`config.mk`:
```
export PLATFORM = sky130hd
export DESIGN_NAME = l2_stall_ctrl_regs
export DESIGN_NICKNAME = d
export VERILOG_FILES = /design/src/rtl/l2_stall_pkg.sv /design/src/rtl/l2_stall_ctrl_regs_flush_walker.sv /design/src/rtl/l2_stall_ctrl_regs.sv
export SDC_FILE = /design/constraint.sdc
export NUM_CORES = 1
export LEC_CHECK = 0
export ABC_AREA = 1
export CORE_MARGIN = 1.5
export CORE_UTILIZATION = 35
export DETAILED_ROUTE_END_ITERATION = 16
export PLACE_DENSITY = 0.65
export SYNTH_ARGS = -nofsm -noshare
export SYNTH_HDL_FRONTEND = slang
export SYNTH_SLANG_ARGS = --single-unit
export TNS_END_PERCENT = 30
```
`constraint.sdc`:
```
create_clock -name clk -period 1.6 [get_ports clk]
set_input_delay 0.32 -clock clk [delete_from_list [all_inputs] [get_ports clk]]
set_output_delay 0.32 -clock clk [all_outputs]
set_load 0.05 [all_outputs]
```
`src/rtl/l2_stall_pkg.sv`:
```
// ---------------------------------------------------------------------------
// l2_stall_pkg
// Shared types for the L2 global-control register file.
//   flush_state_t : states of the set/way flush walker
//   fwd_slot_t    : one forward-stall slot (valid, ended, awaited MSHR entry)
// The slot entry field is sized for the largest MSHR count this block is
// expected to see; narrower MSHR indices are zero-extended into it.
// ---------------------------------------------------------------------------
package l2_stall_pkg;

   localparam int FWD_ENTRY_BITS = 8;

   typedef enum logic [1:0] {
      FL_IDLE = 2'd0,
      FL_WALK = 2'd1,
      FL_DONE = 2'd2
   } flush_state_t;

   typedef struct packed {
      logic                      valid;
      logic                      ended;
      logic [FWD_ENTRY_BITS-1:0] entry;
   } fwd_slot_t;

endpackage

```
`src/rtl/l2_stall_ctrl_regs_flush_walker.sv`:
```
// ---------------------------------------------------------------------------
// l2_flush_walker
// Walks every (set, way) pair of the L2 once per flush request.
// Ports:
//   clk, rst               clock and synchronous active-high reset
//   flush_start            begin a walk (only honoured while idle)
//   flush_step             current set/way handled, advance to the next one
//   flush_active           walker busy (walking or signalling completion)
//   flush_set, flush_way   current position; held while idle
//   flush_done             one-cycle pulse after the last position is stepped
// ---------------------------------------------------------------------------
module l2_flush_walker
   import l2_stall_pkg::*;
#(
   parameter int L2_SETS = 256,
   parameter int L2_WAYS = 8,
   localparam int SET_BITS = $clog2(L2_SETS),
   localparam int WAY_BITS = $clog2(L2_WAYS)
)(
   input  logic                clk,
   input  logic                rst,
   input  logic                flush_start,
   input  logic                flush_step,
   output logic                flush_active,
   output logic [SET_BITS-1:0] flush_set,
   output logic [WAY_BITS-1:0] flush_way,
   output logic                flush_done
);

   flush_state_t state, state_next;
   logic         at_last_way;
   logic         at_last_pos;

   // Wrap points are compared against the real counts so that non-power-of-two
   // geometries never visit positions beyond the last set or way.
   assign at_last_way = (flush_way == WAY_BITS'(L2_WAYS - 1));
   assign at_last_pos = at_last_way && (flush_set == SET_BITS'(L2_SETS - 1));

   // State register.
   always_ff @(posedge clk) begin
      if (rst) begin
         state <= FL_IDLE;
      end else begin
         state <= state_next;
      end
   end

   // Next-state logic: a step taken at the final position finishes the walk,
   // and DONE always falls back to IDLE after its single cycle.
   always_comb begin
      state_next = state;
      case (state)
         FL_IDLE: if (flush_start) state_next = FL_WALK;
         FL_WALK: if (flush_step && at_last_pos) state_next = FL_DONE;
         FL_DONE: state_next = FL_IDLE;
         default: state_next = FL_IDLE;
      endcase
   end

   // Output decode: busy for the whole walk including the completion cycle.
   always_comb begin
      flush_active = 1'b0;
      flush_done   = 1'b0;
      case (state)
         FL_WALK: flush_active = 1'b1;
         FL_DONE: begin
            flush_active = 1'b1;
            flush_done   = 1'b1;
         end
         default: ;
      endcase
   end

   // Position counters: cleared on start, advanced way-first on each step,
   // and left untouched on the final step so the last position stays visible.
   always_ff @(posedge clk) begin
      if (rst) begin
         flush_set <= '0;
         flush_way <= '0;
      end else if (state == FL_IDLE && flush_start) begin
         flush_set <= '0;
         flush_way <= '0;
      end else if (state == FL_WALK && flush_step && !at_last_pos) begin
         if (at_last_way) begin
            flush_way <= '0;
            flush_set <= flush_set + SET_BITS'(1);
         end else begin
            flush_way <= flush_way + WAY_BITS'(1);
         end
      end
   end

endmodule

```
`src/rtl/l2_stall_ctrl_regs.sv`:
```
// ---------------------------------------------------------------------------
// l2_stall_ctrl_regs
// L2 global-control register file feeding stall/gating inputs to the request
// arbiter.
// Ports:
//   clk, rst                          clock and synchronous active-high reset
//   add_mshr_entry / incr_mshr_cnt    MSHR allocate / free this cycle
//   mshr_i, lmem_wr_en_clear_mshr     lmem write retiring MSHR entry mshr_i
//   set_/clr_ evict_stall, set_conflict, ongoing_atomic   flag controls
//   fwd_stall_alloc, _alloc_entry     request a fwd-stall slot on an entry
//   fwd_stall_release                 per-slot free mask
//   flush_start, flush_step           flush walker controls
//   evict_stall, set_conflict, ongoing_atomic   flag registers
//   mshr_cnt, mshr_cnt_err            free MSHR count and sticky range error
//   fwd_stall, fwd_stall_full         any / all slots valid
//   fwd_stall_alloc_slot              lowest free slot (combinational)
//   fwd_stall_valid, fwd_stall_ended  per-slot state
//   flush_active, flush_set, flush_way, flush_done   walker status
// ---------------------------------------------------------------------------
module l2_stall_ctrl_regs
   import l2_stall_pkg::*;
#(
   parameter int N_MSHR      = 16,
   parameter int N_FWD_STALL = 2,
   parameter int L2_SETS     = 256,
   parameter int L2_WAYS     = 8,
   localparam int MSHR_BITS  = $clog2(N_MSHR),
   localparam int CNT_BITS   = $clog2(N_MSHR + 1),
   localparam int SLOT_BITS  = (N_FWD_STALL > 1) ? $clog2(N_FWD_STALL) : 1,
   localparam int SET_BITS   = $clog2(L2_SETS),
   localparam int WAY_BITS   = $clog2(L2_WAYS)
)(
   input  logic                   clk,
   input  logic                   rst,
   input  logic                   add_mshr_entry,
   input  logic                   incr_mshr_cnt,
   input  logic [MSHR_BITS-1:0]   mshr_i,
   input  logic                   lmem_wr_en_clear_mshr,
   input  logic                   set_evict_stall,
   input  logic                   clr_evict_stall,
   input  logic                   set_set_conflict,
   input  logic                   clr_set_conflict,
   input  logic                   set_ongoing_atomic,
   input  logic                   clr_ongoing_atomic,
   input  logic                   fwd_stall_alloc,
   input  logic [MSHR_BITS-1:0]   fwd_stall_alloc_entry,
   input  logic [N_FWD_STALL-1:0] fwd_stall_release,
   input  logic                   flush_start,
   input  logic                   flush_step,
   output logic                   evict_stall,
   output logic                   set_conflict,
   output logic                   ongoing_atomic,
   output logic [CNT_BITS-1:0]    mshr_cnt,
   output logic                   mshr_cnt_err,
   output logic                   fwd_stall,
   output logic                   fwd_stall_full,
   output logic [SLOT_BITS-1:0]   fwd_stall_alloc_slot,
   output logic [N_FWD_STALL-1:0] fwd_stall_valid,
   output logic [N_FWD_STALL-1:0] fwd_stall_ended,
   output logic                   flush_active,
   output logic [SET_BITS-1:0]    flush_set,
   output logic [WAY_BITS-1:0]    flush_way,
   output logic                   flush_done
);

   logic [2:0] flags_q;
   logic [2:0] flag_set;
   logic [2:0] flag_clr;
   logic       alloc_fire;

   // Free-MSHR counter. Simultaneous allocate and free cancel out; an attempt
   // to leave the 0..N_MSHR range is refused and latched as a sticky error.
   always_ff @(posedge clk) begin
      if (rst) begin
         mshr_cnt     <= CNT_BITS'(N_MSHR);
         mshr_cnt_err <= 1'b0;
      end else if (add_mshr_entry && !incr_mshr_cnt) begin
         if (mshr_cnt == '0) begin
            mshr_cnt_err <= 1'b1;
         end else begin
            mshr_cnt <= mshr_cnt - CNT_BITS'(1);
         end
      end else if (incr_mshr_cnt && !add_mshr_entry) begin
         if (mshr_cnt == CNT_BITS'(N_MSHR)) begin
            mshr_cnt_err <= 1'b1;
         end else begin
            mshr_cnt <= mshr_cnt + CNT_BITS'(1);
         end
      end
   end

   // Flag registers. Masking with the clear vector after OR-ing in the set
   // vector gives clear priority when both arrive together.
   assign flag_set = {set_ongoing_atomic, set_set_conflict, set_evict_stall};
   assign flag_clr = {clr_ongoing_atomic, clr_set_conflict, clr_evict_stall};

   always_ff @(posedge clk) begin
      if (rst) begin
         flags_q <= '0;
      end else begin
         flags_q <= (flags_q | flag_set) & ~flag_clr;
      end
   end

   assign evict_stall    = flags_q[0];
   assign set_conflict   = flags_q[1];
   assign ongoing_atomic = flags_q[2];

   // Slot grant: lowest index whose registered valid is clear. Because it looks
   // only at registered state, a slot being released this cycle is still seen
   // as busy and cannot be handed out again until the following cycle.
   always_comb begin
      fwd_stall_alloc_slot = '0;
      for (int i = N_FWD_STALL - 1; i >= 0; i--) begin
         if (!fwd_stall_valid[i]) fwd_stall_alloc_slot = SLOT_BITS'(i);
      end
   end

   assign fwd_stall_full = &fwd_stall_valid;
   assign fwd_stall      = |fwd_stall_valid;
   assign alloc_fire     = fwd_stall_alloc && !fwd_stall_full;

   // One register per slot. Release beats everything; a fresh allocation always
   // starts with ended clear since the retire compare only sees stored entries.
   for (genvar g = 0; g < N_FWD_STALL; g++) begin : g_slot
      fwd_slot_t slot_q;

      always_ff @(posedge clk) begin
         if (rst) begin
            slot_q <= '0;
         end else if (fwd_stall_release[g]) begin
            slot_q.valid <= 1'b0;
            slot_q.ended <= 1'b0;
         end else if (alloc_fire && fwd_stall_alloc_slot == SLOT_BITS'(g)) begin
            slot_q.valid <= 1'b1;
            slot_q.ended <= 1'b0;
            slot_q.entry <= FWD_ENTRY_BITS'(fwd_stall_alloc_entry);
         end else if (slot_q.valid && lmem_wr_en_clear_mshr &&
                      slot_q.entry == FWD_ENTRY_BITS'(mshr_i)) begin
            slot_q.ended <= 1'b1;
         end
      end

      assign fwd_stall_valid[g] = slot_q.valid;
      assign fwd_stall_ended[g] = slot_q.ended;
   end

   l2_flush_walker #(
      .L2_SETS (L2_SETS),
      .L2_WAYS (L2_WAYS)
   ) u_flush_walker (
      .clk          (clk),
      .rst          (rst),
      .flush_start  (flush_start),
      .flush_step   (flush_step),
      .flush_active (flush_active),
      .flush_set    (flush_set),
      .flush_way    (flush_way),
      .flush_done   (flush_done)
   );

endmodule

```
==> images/m1.png <==
Supply wires on this layer in gray.
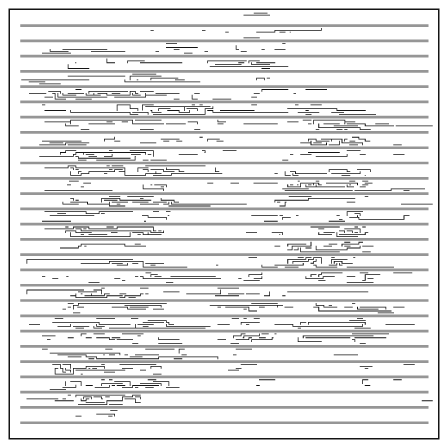
The longest straight run is 18.9 microns. 311 nets have wire on it. The layer holds 45% of the routed length.

==> images/m2.png <==
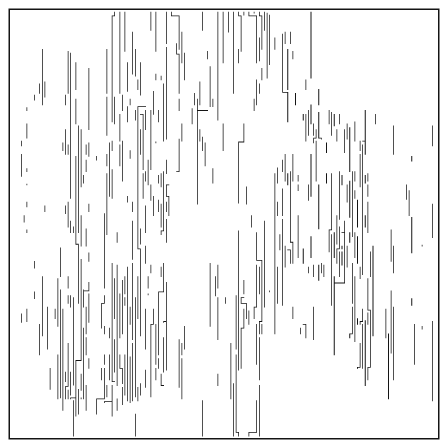
The longest straight run is 28.6 microns. The wires run mostly vertical. The layer carries 2160 microns of wire. 286 nets have wire on it.

==> images/m3.png <==
Bar = 20 microns.
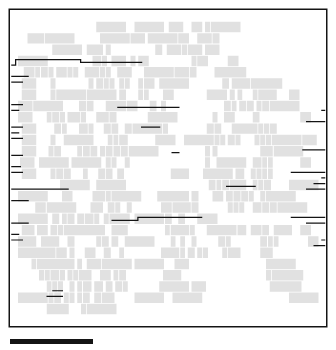
The layer carries 181 microns of wire. The layer holds 4.2% of the routed length. The wires run mostly horizontal. The longest straight run is 15.6 microns. 31 nets have wire on it.

==> out/metrics.json <==
{
  "logic_gates": 179,
  "number_of_failing_hold_endpoints_at_the_final_stage": 0,
  "yosys-stat-area_sq_um": 1876,
  "gpl.final_weighted_congestion": 0.8390,
  "grt_start_max_net_pins": 12,
  "p_switching_mw": 1.113,
  "critical_path_class": "reg2out",
  "pg_seq_mw": 1.05,
  "mostFrequentLayoutCell": "nand2_1",
  "critical_path_required_ns": 1.28,
  "utilization_pct": 54.43,
  "top_cell_area_share_pct": 36.29,
  "power_frac_clock_pct": 20.4,
  "mappedNetlistNets": 298,
  "slew_headroom_pct": 75.77,
  "routed.top_layer": "met4",
  "antenna_nets_post_route": 0,
  "combinationalPower_mw": 1.27,
  "nNetsFinal": 360,
  "clock_buffer_count": 7,
  "route.met3.wl_microns": 180,
  "grt_pass1_vias": 1698,
  "max_clock_freq_mhz": 654.3,
  "cts_repair_resize_count": 8,
  "globalRouteMet2Util_pct": 27.59,
  "inverters_excl_clock": 42,
  "run_status": "complete, no violations"
}
==> kinds of logic (layout without fill, tap and decap cells) <==
family	after synthesis	after routing	synth area share, %
AOI/OAI and AO/OA	54	54	15.01
xor gates and xnor gates	7	7	3.669
adders and majority gates	12	12	8.005
buffers and inverters	49	111	10.74
DFF	34	34	36.29
and+or+nand+nor	106	106	26.28
==> critical path, delay by kind of cell (launching register included) <==
family	cells	cell delay, ns
fa+ha+maj	1	0.33
buf+inv	2	0.24
flops	1	0.36
==> cells in the mapped netlist (all sizes together) <==
library cell and number:
a21boi 1, a21oi 32, buf 4, clkbuf 3
dfxtp 34, ha 12, inv 42, nand2 54
nand3 19, nand3b 1, nor2 28, nor3 4
o21a 1, o21ai 18, o22ai 2, xnor2 2
xor2 5
